**Run 1: metal 1**

Bar = 50 um. Supply wires on this layer in grey.
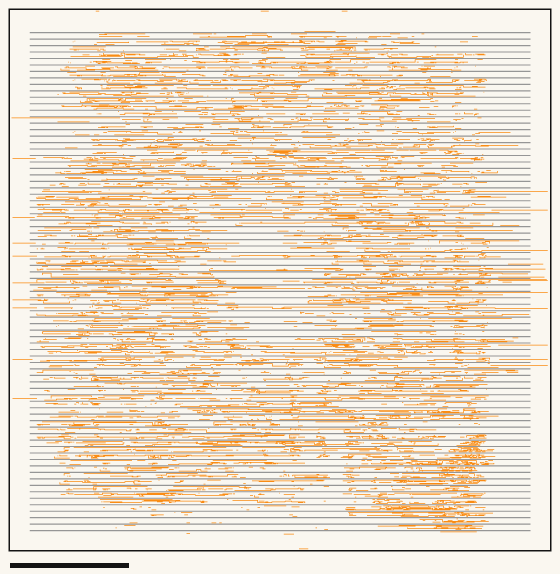
**Run 1: signal wires on met2**

Bar = 50 um.
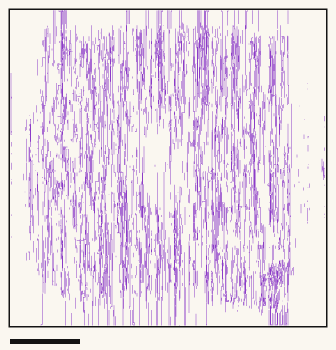
**Run 1: the metal 3 layer**

Cells faint in the background.
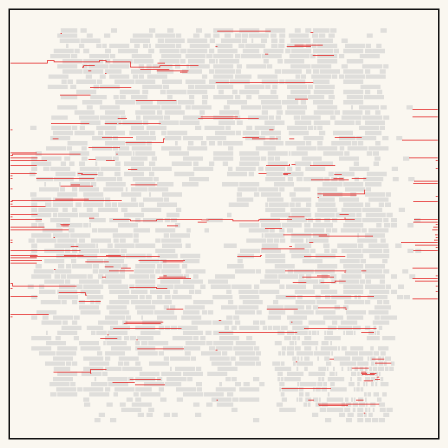
File: config.mk
export PLATFORM = sky130hd
export DESIGN_NAME = gelato_inst_buffer
export DESIGN_NICKNAME = d
export VERILOG_FILES = /design/src/rtl/gelato_inst_buffer.sv
export SDC_FILE = /design/constraint.sdc
export NUM_CORES = 1
export LEC_CHECK = 0
export CORE_MARGIN = 8
export CORE_UTILIZATION = 45
export CTS_CLUSTER_DIAMETER = 30
export DETAILED_ROUTE_END_ITERATION = 10
export GPL_ROUTABILITY_DRIVEN = 0
export PLACE_DENSITY = 0.62
export SETUP_SLACK_MARGIN = 0.02
export SYNTH_ARGS = -nofsm -noshare
export SYNTH_HDL_FRONTEND = slang
export SYNTH_SLANG_ARGS = --single-unit
File: constraint.sdc
create_clock -name clk -period 6.3 [get_ports clk]
set_input_delay 0.945 -clock clk [delete_from_list [all_inputs] [get_ports clk]]
set_output_delay 0.945 -clock clk [all_outputs]
set_load 0.01 [all_outputs]
File: src/rtl/gelato_inst_buffer.sv
// Per-warp instruction buffer: one small FIFO per warp feeding issue through a
// round-robin selector, with per-warp flush on control-flow redirect.
module gelato_inst_buffer #(
  parameter int NUM_WARPS     = 4,
  parameter int WARP_ID_WIDTH = 2,
  parameter int DEPTH         = 2,
  parameter int INST_WIDTH    = 64
) (
  input  logic                     clk,
  input  logic                     rst_n,
  input  logic                     rdy,
  input  logic                     in_valid,
  input  logic [WARP_ID_WIDTH-1:0] in_warp_id,
  input  logic [INST_WIDTH-1:0]    in_inst,
  output logic                     in_ready,
  output logic [NUM_WARPS-1:0]     full_mask,
  output logic                     out_valid,
  output logic [WARP_ID_WIDTH-1:0] out_warp_id,
  output logic [INST_WIDTH-1:0]    out_inst,
  input  logic                     out_ready,
  input  logic                     flush_valid,
  input  logic [WARP_ID_WIDTH-1:0] flush_warp_id
);

  localparam int PTR_W = $clog2(DEPTH);
  localparam int CNT_W = $clog2(DEPTH) + 1;
  localparam int SUM_W = WARP_ID_WIDTH + 1;

  logic [CNT_W-1:0]         count_q  [NUM_WARPS];
  logic [CNT_W-1:0]         count_d  [NUM_WARPS];
  logic [PTR_W-1:0]         rd_ptr_q [NUM_WARPS];
  logic [PTR_W-1:0]         rd_ptr_d [NUM_WARPS];
  logic [PTR_W-1:0]         wr_ptr_q [NUM_WARPS];
  logic [PTR_W-1:0]         wr_ptr_d [NUM_WARPS];
  logic [WARP_ID_WIDTH-1:0] rr_ptr_q;
  logic [WARP_ID_WIDTH-1:0] rr_ptr_d;
  logic [INST_WIDTH-1:0]    mem_q    [NUM_WARPS][DEPTH];
  logic [INST_WIDTH-1:0]    mem_d    [NUM_WARPS][DEPTH];

  logic [NUM_WARPS-1:0]     full_s;
  logic [NUM_WARPS-1:0]     cand_s;
  logic [NUM_WARPS-1:0]     push_w_s;
  logic [NUM_WARPS-1:0]     pop_w_s;
  logic                     in_ready_s;
  logic                     out_valid_s;
  logic                     push_s;
  logic                     pop_s;
  logic                     flush_s;
  logic                     found_s;
  logic [WARP_ID_WIDTH-1:0] sel_s;
  logic [SUM_W-1:0]         arb_sum_s;
  logic [WARP_ID_WIDTH-1:0] arb_idx_s;

  // Per-warp status from registered counts; a flushed warp is never a candidate
  always_comb begin
    full_s = {NUM_WARPS{1'b0}};
    cand_s = {NUM_WARPS{1'b0}};
    for (int w = 0; w < NUM_WARPS; w++) begin
      full_s[w] = (count_q[w] == CNT_W'(DEPTH));
      cand_s[w] = (count_q[w] != {CNT_W{1'b0}}) &&
                  !(flush_valid && (flush_warp_id == WARP_ID_WIDTH'(w)));
    end
    in_ready_s = rdy && !full_s[in_warp_id] &&
                 !(flush_valid && (flush_warp_id == in_warp_id));
  end

  // Round-robin search starting at rr_ptr, first candidate wins
  always_comb begin
    found_s   = 1'b0;
    sel_s     = {WARP_ID_WIDTH{1'b0}};
    arb_sum_s = {SUM_W{1'b0}};
    arb_idx_s = {WARP_ID_WIDTH{1'b0}};
    for (int i = 0; i < NUM_WARPS; i++) begin
      arb_sum_s = {1'b0, rr_ptr_q} + SUM_W'(i);
      if (arb_sum_s >= SUM_W'(NUM_WARPS)) begin
        arb_sum_s = arb_sum_s - SUM_W'(NUM_WARPS);
      end else begin
        arb_sum_s = arb_sum_s;
      end
      arb_idx_s = arb_sum_s[WARP_ID_WIDTH-1:0];
      if (!found_s && cand_s[arb_idx_s]) begin
        found_s = 1'b1;
        sel_s   = arb_idx_s;
      end else begin
        found_s = found_s;
      end
    end
    out_valid_s = found_s && rdy;
  end

  // Next-state: flush wins over push/pop on its warp; rdy low freezes everything
  always_comb begin
    push_s   = in_valid && in_ready_s;
    pop_s    = out_valid_s && out_ready;
    flush_s  = flush_valid && rdy;
    push_w_s = {NUM_WARPS{1'b0}};
    pop_w_s  = {NUM_WARPS{1'b0}};
    mem_d    = mem_q;
    for (int w = 0; w < NUM_WARPS; w++) begin
      push_w_s[w] = push_s && (in_warp_id == WARP_ID_WIDTH'(w));
      pop_w_s[w]  = pop_s && (sel_s == WARP_ID_WIDTH'(w));
      count_d[w]  = count_q[w];
      rd_ptr_d[w] = rd_ptr_q[w];
      wr_ptr_d[w] = wr_ptr_q[w];
      if (flush_s && (flush_warp_id == WARP_ID_WIDTH'(w))) begin
        count_d[w]  = {CNT_W{1'b0}};
        rd_ptr_d[w] = {PTR_W{1'b0}};
        wr_ptr_d[w] = {PTR_W{1'b0}};
      end else begin
        if (push_w_s[w]) begin
          wr_ptr_d[w] = wr_ptr_q[w] + PTR_W'(1);
        end else begin
          wr_ptr_d[w] = wr_ptr_q[w];
        end
        if (pop_w_s[w]) begin
          rd_ptr_d[w] = rd_ptr_q[w] + PTR_W'(1);
        end else begin
          rd_ptr_d[w] = rd_ptr_q[w];
        end
        case ({push_w_s[w], pop_w_s[w]})
          2'b10:   count_d[w] = count_q[w] + CNT_W'(1);
          2'b01:   count_d[w] = count_q[w] - CNT_W'(1);
          default: count_d[w] = count_q[w];
        endcase
      end
    end
    if (push_s) begin
      mem_d[in_warp_id][wr_ptr_q[in_warp_id]] = in_inst;
    end else begin
      mem_d = mem_q;
    end
    if (pop_s) begin
      rr_ptr_d = (sel_s == WARP_ID_WIDTH'(NUM_WARPS - 1)) ? {WARP_ID_WIDTH{1'b0}}
                                                          : sel_s + WARP_ID_WIDTH'(1);
    end else begin
      rr_ptr_d = rr_ptr_q;
    end
  end

  // Control state: counts, pointers and arbitration pointer
  always_ff @(posedge clk or negedge rst_n) begin
    if (!rst_n) begin
      for (int w = 0; w < NUM_WARPS; w++) begin
        count_q[w]  <= {CNT_W{1'b0}};
        rd_ptr_q[w] <= {PTR_W{1'b0}};
        wr_ptr_q[w] <= {PTR_W{1'b0}};
      end
      rr_ptr_q <= {WARP_ID_WIDTH{1'b0}};
    end else begin
      for (int w = 0; w < NUM_WARPS; w++) begin
        count_q[w]  <= count_d[w];
        rd_ptr_q[w] <= rd_ptr_d[w];
        wr_ptr_q[w] <= wr_ptr_d[w];
      end
      rr_ptr_q <= rr_ptr_d;
    end
  end

  // Entry storage carries no reset; validity is tracked by the counts
  always_ff @(posedge clk) begin
    mem_q <= mem_d;
  end

  assign in_ready    = in_ready_s;
  assign full_mask   = full_s;
  assign out_valid   = out_valid_s;
  assign out_warp_id = sel_s;
  assign out_inst    = mem_q[sel_s][rd_ptr_q[sel_s]];

endmodule
==> results_dict.tcl, run 1 <==
# flow metrics
set metrics [dict create \
    top_layer "met5" \
    drt-met1-wl_mm 19.81 \
    status "completed" \
    netlist_area_um2 20060 \
    critPathMaxFanout 128 \
    tightest_slew_ps 1121 \
    ir_worst_vdd_mv 0.6889 \
    fillers 3354 \
    die_area_um2 51580 \
    critPathLaunch "flush_warp_id[1]" \
    r2r_cells 6 \
    rsz0062_at_grt "no" \
    num-nets-final 1346 \
    grt_pass1_vias 11250 \
    switching_power_mw 4.930 \
    setup_tns_ps 0 \
    clkPwrFrac_pct 33.4 \
    ioPinCount 146 \
    warning_count 38 \
    r2r-end "mem_q[463]" \
    finalHoldWorstSlack_ps 530.6 \
    hold_start "wr_ptr_q[3]" \
    insertion_delay_ps 610 \
    cts_hold_buf 0 \
    p_per_area_nw_per_um2 588.1 \
    slew_headroom_pct 25.28 \
    drt_iter0_drc 831 \
    min_path_type "reg2reg" \
    maxSlewViolCount 0 \
    maxPowerGroup "combinational cells" \
    die_h_um 227.1 \
    pg_comb_mw 5.91 \
    max_stage_delay_ps 620 \
    ys_cells 1076 \
    die_w_um 227.1 \
    crit_path_cell_trace "clkdlybuf4s50_1 -> nor3b_1 -> o22a_1 -> o2111ai_1 -> o31ai_4 -> buf_12 -> a221oi_1 -> mux2i_1 -> clkdlybuf4s50_1" \
    io_buffer_count 145 \
]
Back to the opening pictures, 'metal 1':
main direction: horizontal
share of all routed wire: 44%
nets with wire on the layer: 1276
wire length on this layer: 19800 um

Back to the opening pictures, 'signal wires on met2':
longest straight run: 63.4 um
wire length on this layer: 22.1 mm
share of all routed wire: 49%
nets with wire on the layer: 1114
via count: 11010
grt met2 use: 28.65%
Routed Wire Length: 45.21 mm

Back to the opening pictures, 'the metal 3 layer':
nets with wire on the layer: 117
main direction: horizontal
met3 Track Usage GR: 3.916%

run 1: stage by stage:
stage	util (%)	power [mW]	cell area (um^2)	worst slack [ps]	cells
after floorplan	-	7.501	20060	616.4	1076
after global routing	57.87	15.75	25540	641.8	1944
after detailed placement	50.51	10.17	22290	887.8	1763
after global placement	50.51	10.16	22290	1013	1763
final	57.88	15.02	25540	846.6	1945
after CTS	57.87	15.24	25530	892.1	1943
run 1: cells in the final DEF, fill, tap and decap left out, drive strengths merged, types with 2 or more instances in the layout:
master / n
a21o: 2
a21oi: 8
a221oi: 128
a22o: 129
a32oi: 2
and3b: 2
buf: 21
bufinv: 10
clkbuf: 103
clkdlybuf4s50: 145
clkinv: 38
clkinvlp: 14
dfrtp: 18
diode: 2
edfxtp: 512
ha: 3
inv: 24
mux2: 2
mux2i: 67
nand2: 12
nand3: 5
nand3b: 3
nor2: 28
nor2b: 8
nor3: 6
o211a: 2
o21a: 3
o21ai: 8
o21ba: 2
or2: 4
or3: 4
or3b: 3
xnor2: 9
xor2: 3
run 1: kinds of logic after synthesis:
family,count (synthesis),synth area share (%)
buffers and inverters,80,1.909
XOR/XNOR,12,0.5241
AND/OR/NAND/NOR,84,2.290
multiplexers,69,3.456
adder cells (fa/ha/maj),3,0.1872
flip-flops,530,78.90
AND-OR/OR-AND,298,12.73
run 1: cell type report:
type                       instances  area (um^2)  share of cell area (%)
timing repair buffer             166         1734                   6.790
multi-input combinational        466         3953                   15.48
antenna                            2        5.005                 0.01960
inverter                           9        33.78                  0.1323
sequential                       530        15830                   61.96
tap                              592        740.7                   2.900
clock buffer                     103         2450                   9.592
clock inverter                    77        798.3                   3.126
run 1: worst min-delay path: stages, from the launching register on:
cell and delay, ps:
dfrtp_1 360, inv_1 60, a211oi_1 60
## Run 2: what changed since run 1
--- a/config.mk
+++ b/config.mk
@@ -10,6 +10,7 @@
 export CTS_CLUSTER_DIAMETER = 30
 export DETAILED_ROUTE_END_ITERATION = 10
 export GPL_ROUTABILITY_DRIVEN = 0
+export HOLD_SLACK_MARGIN = 0.1
 export PLACE_DENSITY = 0.62
 export SETUP_SLACK_MARGIN = 0.02
 export SYNTH_ARGS = -nofsm -noshare
**Run 2: metal 1**

Bar = 50 um. Supply wires on this layer in grey.
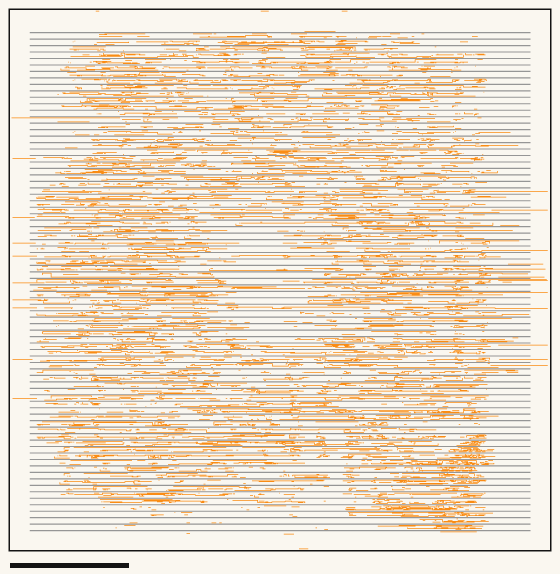
wire length on this layer: 19800 um
nets with wire on the layer: 1276
share of all routed wire: 44%
main direction: horizontal
longest straight run: 69.5 um
GRT met1 Usage: 23.02%

**Run 2: M4 wires**

Bar = 50 um. Supply wires on this layer in grey.
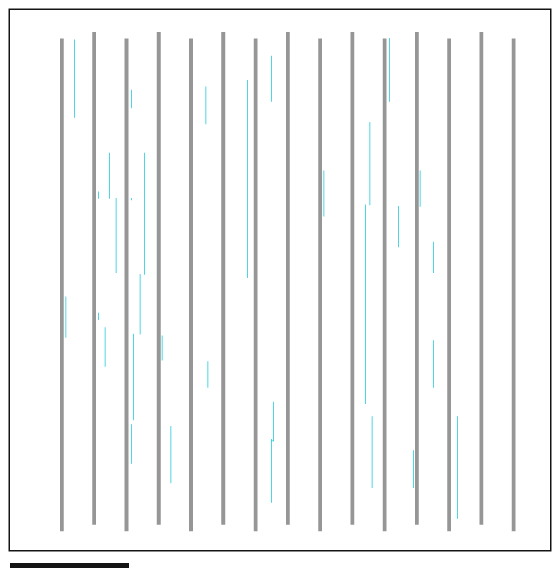
nets with wire on the layer: 13
wire length on this layer: 782 um

==> run 2 against run 1 <==
  * Routed wire length stayed put
  * Cell count unchanged
  * Sequential share of layout area stayed put
  * Setup slack unchanged
  * Critical path depth unchanged
  * Die size is the same
  * Non-clock buffer count unchanged
  * Global-route usage unchanged
  * Synthesized area unchanged
  * Count of clock-buffer cells in the layout did not move
  * Critical endpoint unchanged
  * Largest power group unchanged
==> results_dict.tcl, run 2 <==
# flow metrics
set metrics [dict create \
    fillers 3354 \
    netlist_area_um2 20060 \
    maxSlewViolCount 0 \
    edf_count 512 \
    setup_tns_ps 0 \
    firstDrtPassIters 5 \
    min_path_type "reg2reg" \
    regArea_um2 15830 \
    min_to "wr_ptr_q[3]" \
    ir_worst_vdd_mv 0.6889 \
    final-comb-area_um2 3953 \
    hold_violations 0 \
    sh_comb_area_pct 15.48 \
    ys_cells 1076 \
    end_kind "output pin" \
    io_buffer_count 145 \
    worstHoldPathCells 2 \
    grt_pass1_vias 11250 \
    largest_reg_flops 512 \
    nWellTaps 592 \
    finish.utilization_pct 57.88 \
    seq_area_share_pct 61.96 \
    r2r-end "mem_q[463]" \
    die_area_um2 51580 \
    ant_nets 0 \
    drt_iter0_drc 831 \
    finalHoldWorstSlack_ps 530.6 \
    vias_per_cell 5.660 \
    final_cell_mix "edfxtp_1, clkdlybuf4s50_1, a22o_1, a221oi_1, clkbuf_16" \
    ys.flops 530 \
    nNonClkInverters 9 \
    dp_hpwl_mm 22.52 \
    cts_hold_buf 0 \
    r2r_cells 6 \
    clockNetworkAreaShare_pct 12.72 \
    slew_headroom_pct 25.28 \
    die_h_um 227.1 \
    hold_start "wr_ptr_q[3]" \
    max_stage_delay_ps 620 \
    p_per_area_nw_per_um2 588.1 \
    fmax_mhz 183.4 \
    num-nets-final 1346 \
    area_growth_pct 27.34 \
    rsz0062_at_grt "no" \
    insertion_delay_ps 610 \
    clkTransAtPathRegs_ps 50 \
    status "completed" \
    min_period_ps 5453 \
    buf_share_pct 6.790 \
    critPathSlowestCell "clkdlybuf4s50_1" \
    clkbuf_count 103 \
    tightest_slew_ps 1121 \
    insertedDiodeCount 2 \
    r2r_start "count_q[7]" \
    worstPathArrival_ps 4510 \
    critPathMaxFanout 128 \
    flops 530 \
    cts_tree "done" \
    crit_path_cell_trace "clkdlybuf4s50_1 -> nor3b_1 -> o22a_1 -> o2111ai_1 -> o31ai_4 -> buf_12 -> a221oi_1 -> mux2i_1 -> clkdlybuf4s50_1" \
    signal_buffers 166 \
    critPathKind "in2out" \
    setup_viol 0 \
    die_w_um 227.1 \
    ioPinCount 146 \
    largestClassByArea "flip-flops and latches" \
    warning_count 38 \
    mostFrequentLayoutCell "edfxtp_1" \
    logic_gate_count 466 \
    drt-total-wl_mm 45.21 \
    dr_total_vias 11010 \
    flop_cell "edfxtp_1" \
]
-- run 2: metrics by stage --
step	std cells	setup WS [ps]	cell area [um^2]	total power, mW
6_report	1945	846.6	25540	15.02
5_1_grt	1944	641.8	25540	15.75
4_1_cts	1943	892.1	25530	15.24
3_5_place_dp	1763	887.8	22290	10.17
3_3_place_gp	1763	1013	22290	10.16
2_1_floorplan	1076	616.4	20060	7.501
-- run 2: kinds of logic after synthesis --
| kind of cell | after synthesis | share of synthesized area, % |
|---|---|---|
| compound gates | 298 | 12.73 |
| simple gates | 84 | 2.290 |
| mux | 69 | 3.456 |
| fa+ha+maj | 3 | 0.1872 |
| xor+xnor | 12 | 0.5241 |
| buf+inv | 80 | 1.909 |
| flops | 530 | 78.90 |
-- run 2: report_power, final --
part / leakage (nW) / switching (mW) / total, mW / internal [mW]
combinational: 2.16 / 3.10 / 5.91 / 2.82
sequential: 4.85 / 0.0790 / 4.09 / 4.01
clock: 1.55 / 1.76 / 5.02 / 3.26
-- run 2: layer usage --
metal / track usage (%) / share of wire, %
met1: 23.02 / 44
met2: 28.65 / 49
met3: 3.916 / 5.6
met4: 5.443 / 1.7
met5: 0 / 0.060
-- run 2: how the worst max path moves through the flow --
stage,from,endpoint,slack (ps),cells after the start
floorplan,flush_warp_id[0],mem_q[192],620,6
finish,flush_warp_id[1],out_inst[58],850,9
global placement,flush_warp_id[1],out_inst[43],1010,9
global route,flush_valid,out_inst[58],640,9
detailed placement,flush_warp_id[1],out_inst[12],890,9
CTS,flush_warp_id[1],out_inst[43],890,9
-- run 2: worst max-delay path, delay by kind of cell --
kind | cells | cell delay (ps)
AND/OR/NAND/NOR | 1 | 450
multiplexers | 1 | 340
buffers and inverters | 3 | 1690
AND-OR/OR-AND | 4 | 900
Power figures rest on the tool's default switching activity, not on a simulated workload.
